===== src/rtl/adc_seq_ctrl.sv =====
// Conversion sequencer and simultaneous A/B serial reader for the memboard dual-channel ADC.
// Optional build macro ADC_SEQ_TESTPAT_EN replaces the serial data with a sample-index test pattern.

module adc_seq_ctrl #(
  parameter int DATA_BITS    = 14,
  parameter int SCLK_DIV     = 4,
  parameter int CNVST_LOW    = 2,
  parameter int BUSY_TIMEOUT = 255
) (
  input  logic                 CLK,
  input  logic                 RST_N,
  input  logic                 start,
  input  logic                 abort,
  input  logic [15:0]          n_samples,
  input  logic [15:0]          interval,
  output logic                 running,
  output logic                 done,
  output logic                 error,
  output logic                 CNVST_ADC,
  output logic                 CS_ADC,
  output logic                 SCLK_ADC,
  input  logic                 BUSY_ADC,
  input  logic                 DOUTA_ADC,
  input  logic                 DOUTB_ADC,
  output logic [DATA_BITS-1:0] data_a,
  output logic [DATA_BITS-1:0] data_b,
  output logic                 data_valid,
  input  logic                 data_ready
);

  localparam int TMR_MAX = (BUSY_TIMEOUT > CNVST_LOW) ? BUSY_TIMEOUT : CNVST_LOW;
  localparam int TMO_W   = $clog2(TMR_MAX + 1);
  localparam int DIV_W   = $clog2(SCLK_DIV);
  localparam int BIT_W   = $clog2(DATA_BITS + 1);

  typedef enum logic [2:0] {IDLE, CONV, WAIT_BH, WAIT_BL, SHIFT, OUT, GAP, DONE} state_t;

  state_t             state;
  logic               busy_meta, busy_sync;
  logic [15:0]        rem;
  logic [15:0]        ivl_len, ivl_cnt;
  logic [15:0]        ivl_sel, ivl_reload;
  logic [TMO_W-1:0]   tmr;
  logic [DIV_W-1:0]   div_cnt;
  logic [BIT_W-1:0]   bit_cnt;
  logic               setup;
`ifdef ADC_SEQ_TESTPAT_EN
  logic [15:0]        sample_idx;
`else
  logic [DATA_BITS-1:0] sh_a, sh_b;
`endif

  // NOTE: sequential state uses non-blocking (<=) so every flop samples pre-edge values.
  always_ff @(posedge CLK or negedge RST_N) begin
    if (!RST_N) begin
      busy_meta <= 1'b0;
      busy_sync <= 1'b0;
    end else begin
      busy_meta <= BUSY_ADC;
      busy_sync <= busy_meta;
    end
  end

  // Counter loads interval-1 so the next falling edge lands exactly 'interval' cycles later.
  // NOTE: every always_comb output gets a value on every path, so no latch is inferred.
  always_comb begin
    ivl_sel    = (state == IDLE) ? interval : ivl_len;
    ivl_reload = (ivl_sel == 16'd0) ? 16'd0 : ivl_sel - 16'd1;
  end

  always_ff @(posedge CLK or negedge RST_N) begin
    if (!RST_N) begin
      state      <= IDLE;
      running    <= 1'b0;
      done       <= 1'b0;
      error      <= 1'b0;
      CNVST_ADC  <= 1'b1;
      CS_ADC     <= 1'b1;
      SCLK_ADC   <= 1'b1;
      data_a     <= '0;
      data_b     <= '0;
      data_valid <= 1'b0;
      rem        <= '0;
      ivl_len    <= '0;
      ivl_cnt    <= '0;
      tmr        <= '0;
      div_cnt    <= '0;
      bit_cnt    <= '0;
      setup      <= 1'b0;
`ifdef ADC_SEQ_TESTPAT_EN
      sample_idx <= '0;
`else
      sh_a       <= '0;
      sh_b       <= '0;
`endif
    end else begin
      done <= 1'b0;
      if (ivl_cnt != 16'd0) ivl_cnt <= ivl_cnt - 16'd1;

      if (abort && state != IDLE) begin
        state      <= IDLE;
        running    <= 1'b0;
        done       <= 1'b1;
        CNVST_ADC  <= 1'b1;
        CS_ADC     <= 1'b1;
        SCLK_ADC   <= 1'b1;
        data_valid <= 1'b0;
      end else begin
        case (state)
          IDLE: if (start && !abort) begin
            error <= 1'b0;
            if (n_samples == 16'd0) begin
              done <= 1'b1;
            end else begin
              running   <= 1'b1;
              rem       <= n_samples;
              ivl_len   <= interval;
`ifdef ADC_SEQ_TESTPAT_EN
              sample_idx <= '0;
`endif
              state     <= CONV;
              CNVST_ADC <= 1'b0;
              tmr       <= '0;
              ivl_cnt   <= ivl_reload;
            end
          end
          CONV: begin
            if (tmr == TMO_W'(CNVST_LOW - 1)) begin
              CNVST_ADC <= 1'b1;
              tmr       <= '0;
              state     <= WAIT_BH;
            end else begin
              tmr <= tmr + 1'b1;
            end
          end
          WAIT_BH: begin
            if (busy_sync) begin
              tmr   <= '0;
              state <= WAIT_BL;
            end else if (tmr == TMO_W'(BUSY_TIMEOUT)) begin
              error <= 1'b1;
              state <= DONE;
            end else begin
              tmr <= tmr + 1'b1;
            end
          end
          WAIT_BL: begin
            if (!busy_sync) begin
              CS_ADC  <= 1'b0;
              setup   <= 1'b1;
              div_cnt <= '0;
              bit_cnt <= '0;
              state   <= SHIFT;
            end else if (tmr == TMO_W'(BUSY_TIMEOUT)) begin
              error <= 1'b1;
              state <= DONE;
            end else begin
              tmr <= tmr + 1'b1;
            end
          end
          SHIFT: begin
            if (setup) begin
              setup    <= 1'b0;
              SCLK_ADC <= 1'b0;
              div_cnt  <= '0;
            end else if (!SCLK_ADC) begin
              if (div_cnt == DIV_W'(SCLK_DIV - 1)) begin
                SCLK_ADC <= 1'b1;
                div_cnt  <= '0;
                bit_cnt  <= bit_cnt + 1'b1;
`ifndef ADC_SEQ_TESTPAT_EN
                sh_a     <= {sh_a[DATA_BITS-2:0], DOUTA_ADC};
                sh_b     <= {sh_b[DATA_BITS-2:0], DOUTB_ADC};
`endif
              end else begin
                div_cnt <= div_cnt + 1'b1;
              end
            end else if (bit_cnt == BIT_W'(DATA_BITS)) begin
              CS_ADC     <= 1'b1;
              data_valid <= 1'b1;
              state      <= OUT;
`ifdef ADC_SEQ_TESTPAT_EN
              data_a     <= sample_idx[DATA_BITS-1:0];
              data_b     <= ~sample_idx[DATA_BITS-1:0];
`else
              data_a     <= sh_a;
              data_b     <= sh_b;
`endif
            end else if (div_cnt == DIV_W'(SCLK_DIV - 1)) begin
              SCLK_ADC <= 1'b0;
              div_cnt  <= '0;
            end else begin
              div_cnt <= div_cnt + 1'b1;
            end
          end
          OUT: if (data_ready) begin
            data_valid <= 1'b0;
            rem        <= rem - 16'd1;
`ifdef ADC_SEQ_TESTPAT_EN
            sample_idx <= sample_idx + 16'd1;
`endif
            if (rem == 16'd1) begin
              state <= DONE;
            end else if (ivl_cnt == 16'd0) begin
              state     <= CONV;
              CNVST_ADC <= 1'b0;
              tmr       <= '0;
              ivl_cnt   <= ivl_reload;
            end else begin
              state <= GAP;
            end
          end
          GAP: if (ivl_cnt == 16'd0) begin
            state     <= CONV;
            CNVST_ADC <= 1'b0;
            tmr       <= '0;
            ivl_cnt   <= ivl_reload;
          end
          DONE: begin
            done    <= 1'b1;
            running <= 1'b0;
            state   <= IDLE;
          end
          default: state <= IDLE;
        endcase
      end
    end
  end

endmodule


===== config.mk =====
export PLATFORM = sky130hd
export DESIGN_NAME = adc_seq_ctrl
export DESIGN_NICKNAME = d
export VERILOG_FILES = /design/src/rtl/adc_seq_ctrl.sv
export SDC_FILE = /design/constraint.sdc
export NUM_CORES = 1
export LEC_CHECK = 0
export CORE_MARGIN = 5
export CORE_UTILIZATION = 57
export CTS_BUF_LIST = sky130_fd_sc_hd__clkbuf_16
export DETAILED_ROUTE_END_ITERATION = 16
export PLACE_DENSITY = 0.83
export SYNTH_ARGS = -nofsm -noshare
export SYNTH_HDL_FRONTEND = slang
export SYNTH_SLANG_ARGS = --single-unit

===== constraint.sdc =====
create_clock -name CLK -period 6.4 [get_ports CLK]
set_input_delay 0.64 -clock CLK [delete_from_list [all_inputs] [get_ports CLK]]
set_output_delay 0.64 -clock CLK [all_outputs]
set_load 0.03 [all_outputs]

==> metrics.cfg <==
[status]
result_of_the_run = completed

[detailed_routing]
drt-wirelength-per-cell_um = 19.1
route.antenna.remaining_nets = 0
drc = 0

[clock_tree]
postCtsHoldBufs = 0
cts.sinks = 131
cts_setup_buffers = 0

[place]
portBuffers = 74
place.detailed.hpwl_um = 12500

[power_and_ir_drop]
power.total_uw = 3250
power-per-cell-area_nw_per_um2 = 374
static-leakage-power_uw = 0.00364
irDropWorstVdd_uv = 226

[final_timing]
final_min_period_over_clock_period = 0.643

[yosys]
synth.net_count = 765
async_reset_ff_frac = 1.00
ys_types = 74
mappedNetlistArea_sq_um = 7250

[critical_path]
worst-setup-path-type = flop to flop

[finish]
area_delta_synth_final_pct = 19.8

-- cells by family (layout without fill, tap and decap cells) --
logic type | Yosys count | after routing | share of synthesized area
xor+xnor | 27 | 27 | 0.0326
simple gates | 246 | 246 | 0.177
mux | 94 | 94 | 0.144
compound gates | 158 | 158 | 0.148
fa+ha+maj | 11 | 11 | 0.0186
buf+inv | 48 | 127 | 0.0273
flops | 131 | 131 | 0.452
-- how the worst min path moves through the flow --
stage,startpoint,to,cells past startpoint
after CTS,busy_meta,busy_sync,0
after global routing,busy_meta,busy_sync,0
after floorplan,busy_meta,busy_sync,0
after global placement,busy_meta,busy_sync,0
after detailed placement,busy_meta,busy_sync,0
final,busy_meta,busy_sync,0
-- worst max-delay path: cells and delay by family, from the launching register on --
| kind | cells | cell delay [ns] |
|---|---|---|
| muxes | 2 | 0.73 |
| AOI/OAI and AO/OA | 2 | 0.54 |
| adders and majority gates | 1 | 0.29 |
| buffers and inverters | 1 | 0.33 |
| and+or+nand+nor | 4 | 1.49 |
| DFF | 1 | 0.62 |
-- cell usage after synthesis, types with 11 or more instances --
cell type | n | share of area
nand3_1 | 27 | 0.019
or3_1 | 12 | 0.010
inv_1 | 14 | 0.0072
a21oi_1 | 33 | 0.023
xor2_1 | 13 | 0.016
a31oi_1 | 11 | 0.0095
nor4_1 | 11 | 0.0095
clkbuf_1 | 22 | 0.011
dfrtp_1 | 128 | 0.44
nor3_1 | 22 | 0.015
mux2i_1 | 16 | 0.022
xnor2_1 | 14 | 0.017
nand2_1 | 54 | 0.028
nor2_1 | 52 | 0.027
mux2_2 | 76 | 0.12
o21ai_0 | 31 | 0.021
-- metal layers --
metal | track usage | share of wire | up-vias
met1 | 0.331 | 0.42 | 2948
met5 | 0 | 0 | -
met2 | 0.412 | 0.49 | 227
met4 | 0.0952 | 0.023 | 0
li1 | - | - | 2788
met3 | 0.0691 | 0.063 | 40
-- power groups by stage --
stage / combinational, uW / clock [uW] / sequential (uW)
after floorplan: 753 / 0 / 1230
after global placement: 977 / 0 / 1250
after detailed placement: 1020 / 0 / 1270
after CTS: 1030 / 948 / 1260
after global routing: 1140 / 992 / 1290
final: 1040 / 935 / 1270
-- layout make-up --
class                   instances  share of cell area
well taps                     172              0.0248
multi-input cells             536               0.435
flip-flops and latches        131               0.378
inverters                      15             0.00648
repair buffers                 81              0.0910
clock inverters                14              0.0160
clock buffers                  17              0.0490
-- registers in the layout, indices dropped and copies added (netlist names), 2 cells and up --
register  flops
ivl_cnt      16
ivl_len      16
rem          16
data_a       14
data_b       14
sh_a         14
sh_b         14
tmr           8
bit_cnt       4
state         3
div_cnt       2
-- through the flow --
stage / cell area [sq um] / cells
finish: 8690 / 966
global route: 8690 / 966
CTS: 8690 / 966
detailed placement: 8120 / 935
global placement: 8120 / 935
floorplan: 7250 / 715
-- placed cells by master (no fill, tap or decap), drive strengths merged, types with 11 or more instances in the layout --
cell type and instances:
a31oi 11, xor2 13, nand2 54, nor3 23
a21oi 33, clkdlybuf4s50 73, nor2 52, inv 17
nand3 27, xnor2 14, mux2i 16, dfrtp 128
clkbuf 17, mux2 78, nor4 12, o21ai 41
or3 12
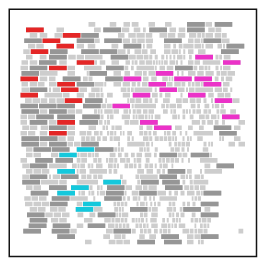
(register map, names as in the netlist)
Drawn at 2 px/um. Other sequential cells in the stronger gray, the rest of the logic in the fainter gray.
cyan -> tmr  # placed flops 8
magenta -> ivl_cnt  # placed flops 16
red -> sh_a  # placed flops 14

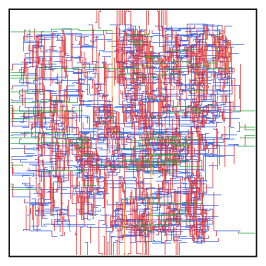
(metal layers overlaid)
Drawn at 2 px/um.
blue -> met1  # wire length 7,760 um
red -> met2  # wire length 9,090 um
green -> met3  # wire length 1,160 um
orange -> met4  # wire length 424 um

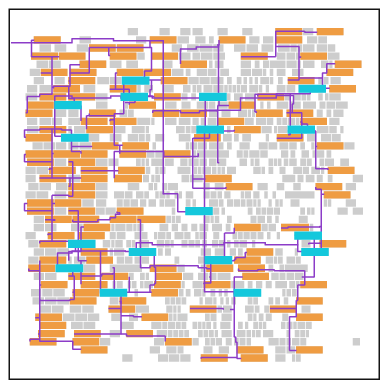
(clock network drawn from the DEF)
Drawn at 3 px/um.
cyan -> cells driving clock nets  # count 17
orange -> flip-flops  # count 131
purple -> clock wires  # length 1,690 um
flops lie = spread over the die
routed clock nets = 18
share of total power in the clock network: 0.288
power drawn by the clock network: 935 uW
clock skew after layout: 0.0102 ns
insertion delay to the later sink of the worst-skew pair: 0.42 ns

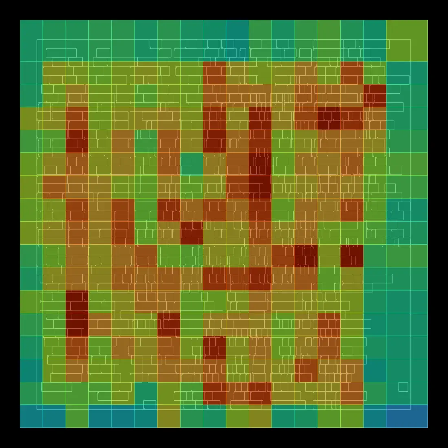
(congestion heat map)
met2 capacity usage during global routing: 0.412
GRT Max-Usage Layer: met2
met1 Resource Use GR: 0.331
Final Core Density: 0.691

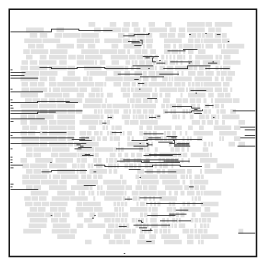
(met3 routing)
Drawn at 2 px/um. Cells faint in the background.
nets with wire on the layer = 100
longest straight run = 37.5 um
wire length on this layer = 1,160 um
routed vias: 6,003
met3 Usage GRT: 0.0691
wire length after detailed routing: 18,400 um

Power is estimated from default activity; no workload was simulated.
